run_1/clk_routes.png
Bar = 20 µm.
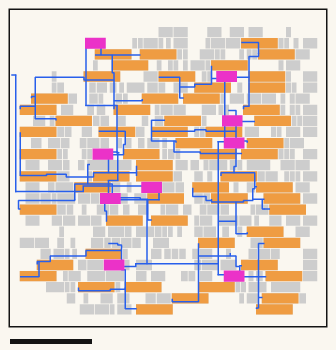
run_1/clocks.png
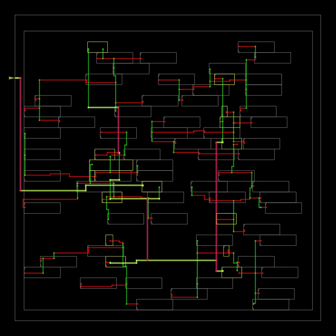
run_1/detail.png
Window x 43 to 73, y 4 to 34 µm. Cells in grey, sequential cells in the stronger grey; small squares are vias.
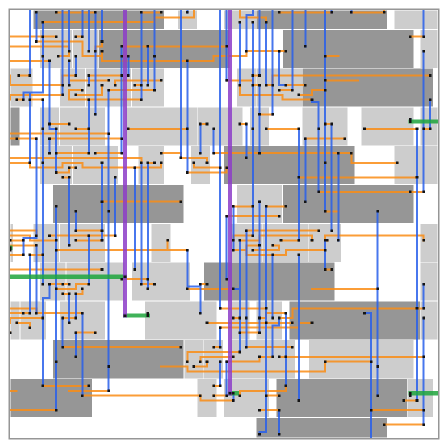
run_1/sizes.png
Bar = 20 µm.
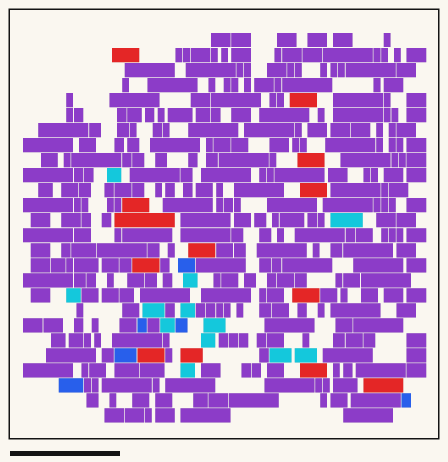
==> src/rtl/flac_pkg.sv <==
// Shared widths, defaults and FSM encodings for the FLAC frame sequencer and its residual tracker.
package flac_pkg;

    localparam int FLAC_BLOCK_SIZE = 4096;
    localparam int SAMPLE_W        = 16;
    localparam int CNT_W           = 12;
    localparam int INFLIGHT_W      = 2;
    localparam int FRAME_IDX_W     = 8;

    // Kept as plain vectors so older netlists/probes can match the encodings.
    localparam logic [1:0] ST_IDLE   = 2'd0;
    localparam logic [1:0] ST_STREAM = 2'd1;
    localparam logic [1:0] ST_STALL  = 2'd2;

    typedef struct packed {
        logic signed [SAMPLE_W-1:0] sample;
        logic                       first;
        logic                       last;
    } fwd_beat_t;

    function automatic logic [CNT_W-1:0] last_count(input int block_size);
        return CNT_W'(block_size - 1);
    endfunction

endpackage

==> src/rtl/flac_frame_sequencer_if.sv <==
// PCM handshake into the sequencer and the framed sample stream out to the encoder pipeline.
interface flac_frame_sequencer_if;
    import flac_pkg::*;

    logic signed [SAMPLE_W-1:0] iSample;
    logic                       iValid;
    logic                       oReady;
    logic signed [SAMPLE_W-1:0] oSample;
    logic                       oValid;
    logic                       oFrameStart;
    logic                       oFrameEnd;

    modport master (
        output iSample, iValid,
        input  oReady, oSample, oValid, oFrameStart, oFrameEnd
    );

    modport slave (
        input  iSample, iValid,
        output oReady, oSample, oValid, oFrameStart, oFrameEnd
    );

endinterface

==> src/rtl/flac_frame_tracker.sv <==
// Residual-side accounting: pending LPC models, residuals of the oldest frame, frame-done pulse, sticky error.
module flac_frame_tracker
    import flac_pkg::*;
#(
    parameter int BLOCK_SIZE = FLAC_BLOCK_SIZE
) (
    input  logic                  iClock,
    input  logic                  iReset,
    input  logic                  iEnable,
    input  logic                  frame_end,
    input  logic                  iModelDone,
    input  logic                  iResValid,
    input  logic [INFLIGHT_W-1:0] in_flight,
    output logic                  frame_done_next,
    output logic                  oFrameDone,
    output logic                  oError
);

    localparam logic [CNT_W-1:0] RES_LAST = last_count(BLOCK_SIZE);

    logic [CNT_W-1:0]      res_cnt_reg;
    logic [INFLIGHT_W-1:0] pending_reg;
    logic                  done_reg;
    logic                  error_reg;
    logic                  model_take;
    logic                  model_err;
    logic                  res_take;
    logic                  res_err;

    // A residual is only legal once the oldest in-flight frame has its model.
    always_comb begin
        model_take      = 1'b0;
        model_err       = 1'b0;
        res_take        = 1'b0;
        res_err         = 1'b0;
        frame_done_next = 1'b0;
        if (iEnable) begin
            model_take      = iModelDone && (pending_reg != '0);
            model_err       = iModelDone && (pending_reg == '0);
            res_err         = iResValid && ((in_flight == '0) || (pending_reg == in_flight));
            res_take        = iResValid && !res_err;
            frame_done_next = res_take && (res_cnt_reg == RES_LAST);
        end
    end

    always_ff @(posedge iClock or negedge iReset) begin
        if (!iReset) begin
            res_cnt_reg <= '0;
            pending_reg <= '0;
            done_reg    <= 1'b0;
            error_reg   <= 1'b0;
        end else if (iEnable) begin
            pending_reg <= pending_reg + INFLIGHT_W'(frame_end) - INFLIGHT_W'(model_take);
            if (res_take) begin
                res_cnt_reg <= frame_done_next ? '0 : res_cnt_reg + CNT_W'(1);
            end
            done_reg <= frame_done_next;
            if (model_err || res_err) begin
                error_reg <= 1'b1;
            end
        end
    end

    assign oFrameDone = done_reg;
    assign oError     = error_reg;

endmodule

==> src/rtl/flac_frame_sequencer.sv <==
// Cuts the PCM stream into BLOCK_SIZE frames and throttles admission to MAX_INFLIGHT unfinished frames.
module flac_frame_sequencer
    import flac_pkg::*;
#(
    parameter int BLOCK_SIZE   = FLAC_BLOCK_SIZE,
    parameter int MAX_INFLIGHT = 2
) (
    input  logic                   iClock,
    input  logic                   iReset,
    input  logic                   iEnable,
    flac_frame_sequencer_if.slave  pcm,
    input  logic                   iModelDone,
    input  logic                   iResValid,
    output logic                   oFrameDone,
    output logic [FRAME_IDX_W-1:0] oFrameIdx,
    output logic [INFLIGHT_W-1:0]  oInFlight,
    output logic                   oError
);

    localparam logic [CNT_W-1:0]      SMP_LAST     = last_count(BLOCK_SIZE);
    localparam logic [INFLIGHT_W-1:0] INFLIGHT_MAX = INFLIGHT_W'(MAX_INFLIGHT);

    logic [1:0]             state_reg;
    logic [1:0]             state_next;
    logic [CNT_W-1:0]       smp_cnt_reg;
    logic [FRAME_IDX_W-1:0] idx_reg;
    logic [INFLIGHT_W-1:0]  inflight_reg;
    logic [INFLIGHT_W-1:0]  inflight_next;
    logic                   live_reg;
    logic                   valid_reg;
    fwd_beat_t              beat_reg;

    logic ready;
    logic xfer;
    logic frame_start;
    logic frame_end;
    logic frame_done_next;

    // live_reg keeps oReady low through reset and releases it on the first clock after.
    assign ready = live_reg
                 && (state_reg != ST_STALL)
                 && !((state_reg == ST_IDLE) && (inflight_reg == INFLIGHT_MAX));

    assign xfer          = iEnable && pcm.iValid && ready;
    assign frame_start   = xfer && (state_reg == ST_IDLE);
    assign frame_end     = xfer && (smp_cnt_reg == SMP_LAST);
    assign inflight_next = inflight_reg + INFLIGHT_W'(frame_start) - INFLIGHT_W'(frame_done_next);

    // A frame finishing its residuals on the closing cycle frees the slot, so no stall.
    always_comb begin
        state_next = state_reg;
        case (state_reg)
            ST_IDLE: begin
                if (frame_start) state_next = ST_STREAM;
            end
            ST_STREAM: begin
                if (frame_end) state_next = (inflight_next == INFLIGHT_MAX) ? ST_STALL : ST_IDLE;
            end
            ST_STALL: begin
                if (frame_done_next) state_next = ST_IDLE;
            end
            default: state_next = ST_IDLE;
        endcase
    end

    always_ff @(posedge iClock or negedge iReset) begin
        if (!iReset) begin
            state_reg    <= ST_IDLE;
            smp_cnt_reg  <= '0;
            idx_reg      <= '0;
            inflight_reg <= '0;
            live_reg     <= 1'b0;
            valid_reg    <= 1'b0;
            beat_reg     <= '0;
        end else begin
            live_reg <= 1'b1;
            if (iEnable) begin
                state_reg      <= state_next;
                inflight_reg   <= inflight_next;
                valid_reg      <= xfer;
                beat_reg.first <= frame_start;
                beat_reg.last  <= frame_end;
                if (xfer) begin
                    beat_reg.sample <= pcm.iSample;
                    smp_cnt_reg     <= frame_end ? '0 : smp_cnt_reg + CNT_W'(1);
                end
                if (frame_end) begin
                    idx_reg <= idx_reg + FRAME_IDX_W'(1);
                end
            end
        end
    end

    flac_frame_tracker #(
        .BLOCK_SIZE (BLOCK_SIZE)
    ) u_tracker (
        .iClock          (iClock),
        .iReset          (iReset),
        .iEnable         (iEnable),
        .frame_end       (frame_end),
        .iModelDone      (iModelDone),
        .iResValid       (iResValid),
        .in_flight       (inflight_reg),
        .frame_done_next (frame_done_next),
        .oFrameDone      (oFrameDone),
        .oError          (oError)
    );

    assign pcm.oReady      = ready;
    assign pcm.oSample     = beat_reg.sample;
    assign pcm.oValid      = valid_reg;
    assign pcm.oFrameStart = beat_reg.first;
    assign pcm.oFrameEnd   = beat_reg.last;
    assign oFrameIdx       = idx_reg;
    assign oInFlight       = inflight_reg;

endmodule
==> src/flat_wrapper.sv <==
// flat-port wrapper written by rule: the top's interface ports become plain ports
module flac_frame_sequencer_flat import flac_pkg::*;
#(
    parameter int BLOCK_SIZE   = FLAC_BLOCK_SIZE,
    parameter int MAX_INFLIGHT = 2
)
  (iClock, iReset, iEnable, iModelDone, iResValid, oFrameDone, oFrameIdx, oInFlight, oError, pcm_iSample, pcm_iValid, pcm_oReady, pcm_oSample, pcm_oValid, pcm_oFrameStart, pcm_oFrameEnd);
  flac_frame_sequencer_if pcm_i ();
  input  logic iClock;
  input  logic iReset;
  input  logic iEnable;
  input  logic iModelDone;
  input  logic iResValid;
  output logic oFrameDone;
  output logic [FRAME_IDX_W-1:0] oFrameIdx;
  output logic [INFLIGHT_W-1:0] oInFlight;
  output logic oError;
  input wire logic [$bits(pcm_i.iSample)-1:0] pcm_iSample;
  input wire logic [$bits(pcm_i.iValid)-1:0] pcm_iValid;
  output wire logic [$bits(pcm_i.oReady)-1:0] pcm_oReady;
  output wire logic [$bits(pcm_i.oSample)-1:0] pcm_oSample;
  output wire logic [$bits(pcm_i.oValid)-1:0] pcm_oValid;
  output wire logic [$bits(pcm_i.oFrameStart)-1:0] pcm_oFrameStart;
  output wire logic [$bits(pcm_i.oFrameEnd)-1:0] pcm_oFrameEnd;
  assign pcm_i.iSample = pcm_iSample;
  assign pcm_i.iValid = pcm_iValid;
  assign pcm_oReady = pcm_i.oReady;
  assign pcm_oSample = pcm_i.oSample;
  assign pcm_oValid = pcm_i.oValid;
  assign pcm_oFrameStart = pcm_i.oFrameStart;
  assign pcm_oFrameEnd = pcm_i.oFrameEnd;
  flac_frame_sequencer #(.BLOCK_SIZE(BLOCK_SIZE), .MAX_INFLIGHT(MAX_INFLIGHT)) u_core (.iClock(iClock), .iReset(iReset), .iEnable(iEnable), .pcm(pcm_i), .iModelDone(iModelDone), .iResValid(iResValid), .oFrameDone(oFrameDone), .oFrameIdx(oFrameIdx), .oInFlight(oInFlight), .oError(oError));
endmodule
==> config.mk <==
export PLATFORM = sky130hd
export DESIGN_NAME = flac_frame_sequencer_flat
export DESIGN_NICKNAME = d
export VERILOG_FILES = /design/src/rtl/flac_pkg.sv /design/src/rtl/flac_frame_sequencer_if.sv /design/src/rtl/flac_frame_tracker.sv /design/src/rtl/flac_frame_sequencer.sv /design/src/flat_wrapper.sv
export SDC_FILE = /design/constraint.sdc
export NUM_CORES = 1
export LEC_CHECK = 0
export CAP_MARGIN = 20
export CORE_MARGIN = 2
export CORE_UTILIZATION = 52
export DETAILED_ROUTE_END_ITERATION = 8
export PLACE_DENSITY = 0.8
export SYNTH_ARGS = -nofsm -noshare
export SYNTH_HDL_FRONTEND = slang
export SYNTH_SLANG_ARGS = --single-unit
==> constraint.sdc <==
create_clock -name iClock -period 2.8 [get_ports iClock]
set_clock_uncertainty 0.2 [all_clocks]
set_input_delay 0.56 -clock iClock [delete_from_list [all_inputs] [get_ports iClock]]
set_output_delay 0.56 -clock iClock [all_outputs]
set_load 0.005 [all_outputs]
==> impl_metrics.ini, run 1 <==
; flow metrics
[routing]
routedWlPerCell_um = 13.8
viasPerCell = 5.31
ant_nets = 0
met1_length_um = 2580
drtIter0Drc = 127
route.met3.wl_um = 242

[cells_and_area]
regArea_um2 = 1500
clk_share_pct = 5.06
seq_cells = 60
logic_gates = 207
comb_share_pct = 33.4
top_area_cell_class = registers
largest_reg_flops = 16
comb_area_um2 = 1210

[yosys]
topCombFamilyByArea = simple AND/OR/NAND/NOR gates
common_cells = 74 x nand2_1, 60 x dfrtp_1, 14 x nand3_1
yosys_cells = 285
syn-num-nets = 314
mux_share_pct = 0.757
yosys_warnings = 0
netlist.area_leader.share_pct = 53.4
synth_seq_share_pct = 53.4
syn_area_per_cell_um2 = 9.86
xor_share_pct = 7.48
yosysChipArea_um2 = 2810

[die]
taps = 70
core_region_area_um2 = 5170
row_count = 26
dieHeight_um = 77.5

[sta]
whs_ns = 0.0620
period_minus_slack_ns = 2.62
fin_crit_sh_pct = 93.7
fmax_mhz = 381
setup_tns_ns = 0
setup_violations = 0
tightest_slew_ns = 0.673

[global_route]
met3_usage_pct = 3.60
grt_use_total_pct = 22.1
grt_pass1_wl_um = 10500
use_met1_pct = 27.8

[clock_tree]
cts_resized = 0
holdBufCountCts = 0
insertion_delay_ns = 0.33
htree_levels = 3
cts_tree = done

[pwr]
ir_worst_vdd_mv = 0.303
p_clk_share_pct = 39.6
p_int_uw = 1430

[place]
place_inst = 409
dp_hpwl_um = 4190
gp_congestion = 0.821

[run_status]
status = complete, no violations

[setup_path]
critPathTopFamily = simple AND/OR/NAND/NOR gates
path_class = flip-flop to output pin
cp-start-kind = flip-flop
crit_end = pcm_oReady
crit_required_ns = 2.04
critPathBufInv = 1
critPathMaxStageDelay_ns = 0.47
-- clk_routes.png (at the start) --
clock wires: in blue, length 760 µm. flip-flops: in orange, count 60. clock drivers: in magenta, count 9.
There are 10 routed clock nets.

-- clocks.png (at the start) --
clock group power: 745 µW
CTS Sinks: 60
clock buffer count from CTS: 9

-- detail.png (at the start) --
metal 4: in purple. metal 3: in green. metal 2: in blue. metal 1: in orange.
Sequential cells in the window: 12. Most frequent: dfrtp_1 (12), nand2_1 (7), xnor2_1 (7). 54 logic cells have their middle in the window. Netlist names of flops here include u_core.oFrameIdx (7), u_core.smp_cnt_reg (4).

-- sizes.png (at the start) --
_0 and _1 cells: in purple, cells 323. _3 and _4 cells: in cyan, cells 12. _2 cells: in blue, cells 6. _6 and larger: in red, cells 13.
Repair and plain buffers: 61
final worst slack: 0.178 ns
Layout area overhead: 29.3%
post-route cell area: 3630 µm²

## Run 2: what changed since run 1
--- a/config.mk
+++ b/config.mk
@@ -6,8 +6,8 @@
 export NUM_CORES = 1
 export LEC_CHECK = 0
 export CAP_MARGIN = 20
-export CORE_MARGIN = 2
 export CORE_UTILIZATION = 52
+export CTS_BUF_LIST = sky130_fd_sc_hd__clkbuf_16
 export DETAILED_ROUTE_END_ITERATION = 8
 export PLACE_DENSITY = 0.8
 export SYNTH_ARGS = -nofsm -noshare
==> constraint.sdc (replaced) <==
create_clock -name iClock -period 2.5 [get_ports iClock]
set_clock_uncertainty 0.2 [all_clocks]
set_input_delay 0.5 -clock iClock [delete_from_list [all_inputs] [get_ports iClock]]
set_output_delay 0.5 -clock iClock [all_outputs]
set_load 0.005 [all_outputs]
==> impl_metrics.ini, run 2 <==
; flow metrics
[hold_path]
hold_path.class = input pin to asynchronous set/reset pin

[sta]
hold_violations = 25
fin_crit_sh_pct = 98.5
whs_ns = -0.0108
timing.slew.headroom_pct = 60.4
setup_violations = 0
tightest_slew_ns = 0.594
fmax_mhz = 406
setup_tns_ns = 0

[routing]
met1_length_um = 2630
routedWlPerCell_um = 14.9
via_count = 2370
drtIter0Drc = 120
ant_nets = 0
viasPerCell = 5.45
route.met3.wl_um = 312

[yosys]
yosysChipArea_um2 = 2810
edf_count = 0
syn-num-nets = 314
topCombFamilyByArea = simple AND/OR/NAND/NOR gates
mux_share_pct = 0.757
synthAoiAreaFrac_pct = 6.86
xor_share_pct = 7.48
syn-cell-area_um2 = 2810
yosys_cells = 285
common_cells = 74 x nand2_1, 60 x dfrtp_1, 14 x nand3_1
syn_area_per_cell_um2 = 9.86
synth_seq_share_pct = 53.4
yosys_warnings = 0

[global_route]
grt_pass1_wl_um = 9970
met3_usage_pct = 5.16
grt_use_total_pct = 23.7
use_met1_pct = 26.9

[clock_tree]
clock_sinks = 60
cts_tree = done
cts_made_buffers = 9
holdBufCountCts = 0
clockBufferDepth = 2
cts_setup_buffers = 2
cts_resized = 1

[setup_path]
path_class = flip-flop to output pin
critPathTopFamily = simple AND/OR/NAND/NOR gates
crit_end = pcm_oReady
cp-start-kind = flip-flop
worstReg2RegEnd = u_core.state_reg[1]$_DFFE_PN0P_
r2r_cells = 11
path_cells = or3b_1, and3_4, clkdlybuf4s50_1
critPathBufInv = 1
r2r-start = u_core.u_tracker.res_cnt_reg[7]$_DFFE_PN0P_
critPathMaxStageDelay_ns = 0.44
crit_required_ns = 1.80

[pwr]
p_int_uw = 1790
p_seq_share_pct = 45.7
p_clk_share_pct = 43.8
p_comb_share_pct = 10.5
ir_worst_vdd_mv = 0.615
sw_frac_of_total_pct = 24.5

[place]
gp_congestion = 0.857
dp_hpwl_um = 4140
place_inst = 415

[die]
core_region_area_um2 = 5140
row_count = 26
dieHeight_um = 75.5
taps = 70

[cells_and_area]
clk_share_pct = 6.42
largest_reg_flops = 16
top_area_cell_class = registers
comb_area_um2 = 1280
comb_share_pct = 33.3
logic_gates = 207
regArea_um2 = 1500

[run_status]
violations = hold timing
status = finished with violations
run_2/sizes.png
Bar = 20 µm.
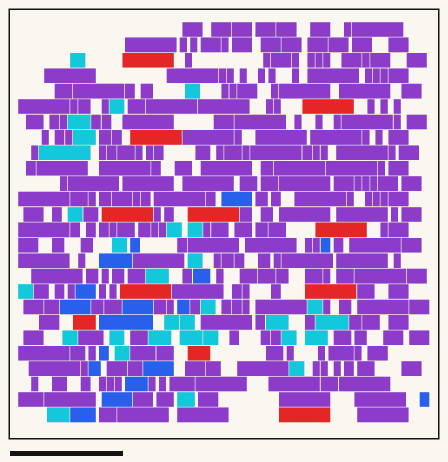
_0 and _1 cells: in purple, cells 307. _6 and larger: in red, cells 11. _3 and _4 cells: in cyan, cells 30. _2 cells: in blue, cells 17.
post-route cell area: 3860 µm²
Repair and plain buffers: 73
final worst slack: 0.0367 ns
Layout area overhead: 37.2%

run_2/clocks.png
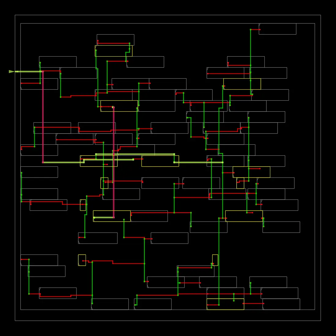
flop count: 60
Clock buffer cells: 9
clock group power: 1040 µW
Late-Pin Clk Latency: 0.32 ns

## Run 3: what changed since run 2
--- a/config.mk
+++ b/config.mk
@@ -9,7 +9,9 @@
 export CORE_UTILIZATION = 52
 export CTS_BUF_LIST = sky130_fd_sc_hd__clkbuf_16
 export DETAILED_ROUTE_END_ITERATION = 8
+export GPL_ROUTABILITY_DRIVEN = 0
 export PLACE_DENSITY = 0.8
+export SKIP_CTS_REPAIR_TIMING = 1
 export SYNTH_ARGS = -nofsm -noshare
 export SYNTH_HDL_FRONTEND = slang
 export SYNTH_SLANG_ARGS = --single-unit
==> impl_metrics.ini, run 3 <==
; flow metrics
[run_status]
status = finished with violations
violations = hold timing

[sta]
period_minus_slack_ns = 2.47
fin_crit_sh_pct = 98.6
timing.slew.headroom_pct = 60.3
tightest_slew_ns = 0.595
hold_violations = 27
whs_ns = -0.0144

[setup_path]
r2r_cells = 9
crit_required_ns = 1.80
crit_end = pcm_oReady
r2r-start = u_core.oInFlight[1]$_DFFE_PN0P_
critPathTopFamily = simple AND/OR/NAND/NOR gates
path_cells = or3b_1, and3_4, clkdlybuf4s50_1
critPathBufInv = 1

[die]
dieHeight_um = 75.5

[routing]
drtIter0Drc = 122
ant_nets = 0

[place]
place_inst = 415
dp_hpwl_um = 4140

[clock_tree]
insertion_delay_ns = 0.32
clock_sinks = 60
cts_tree = done
htree_levels = 3

[yosys]
synthAoiAreaFrac_pct = 6.86
common_cells = 74 x nand2_1, 60 x dfrtp_1, 14 x nand3_1
syn-cell-area_um2 = 2810
topCombFamilyByArea = simple AND/OR/NAND/NOR gates

[pwr]
p_clk_share_pct = 44.1
p_comb_share_pct = 10.4
powerClk_uw = 1050

[global_route]
use_met1_pct = 26.1
grt_pass1_wl_um = 9930

[cells_and_area]
largest_reg_flops = 16
syn_to_final_growth_pct = 36.9
run_3/detail.png
Window x 42 to 72, y 4 to 34 µm. Cells in grey, sequential cells in the stronger grey; small squares are vias.
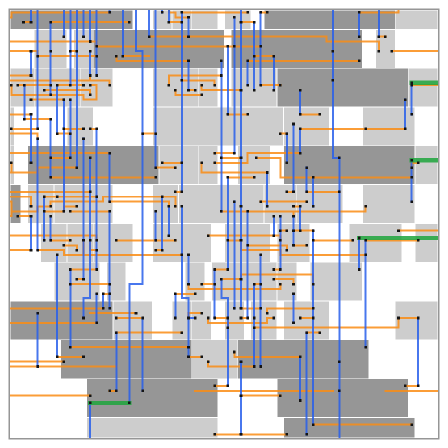
metal 2: in blue. metal 1: in orange. metal 3: in green.
Sequential cells in the window: 11. 57 logic cells have their middle in the window. Netlist names of flops here include u_core.oFrameIdx (8), u_core.smp_cnt_reg (3). Most frequent: dfrtp_1 (11), nand2_1 (8).

run_3/clk_routes.png
Bar = 20 µm.
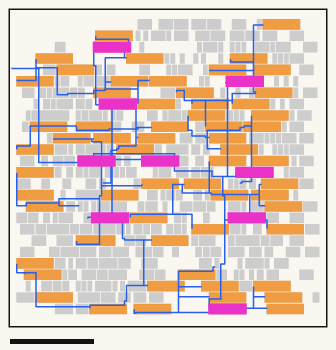
flip-flops: in orange, count 60. clock wires: in blue, length 784 µm. clock drivers: in magenta, count 9.
There are 10 routed clock nets. Position of the flops: widely spread.

Power figures rest on the tool's default switching activity, not on a simulated workload.
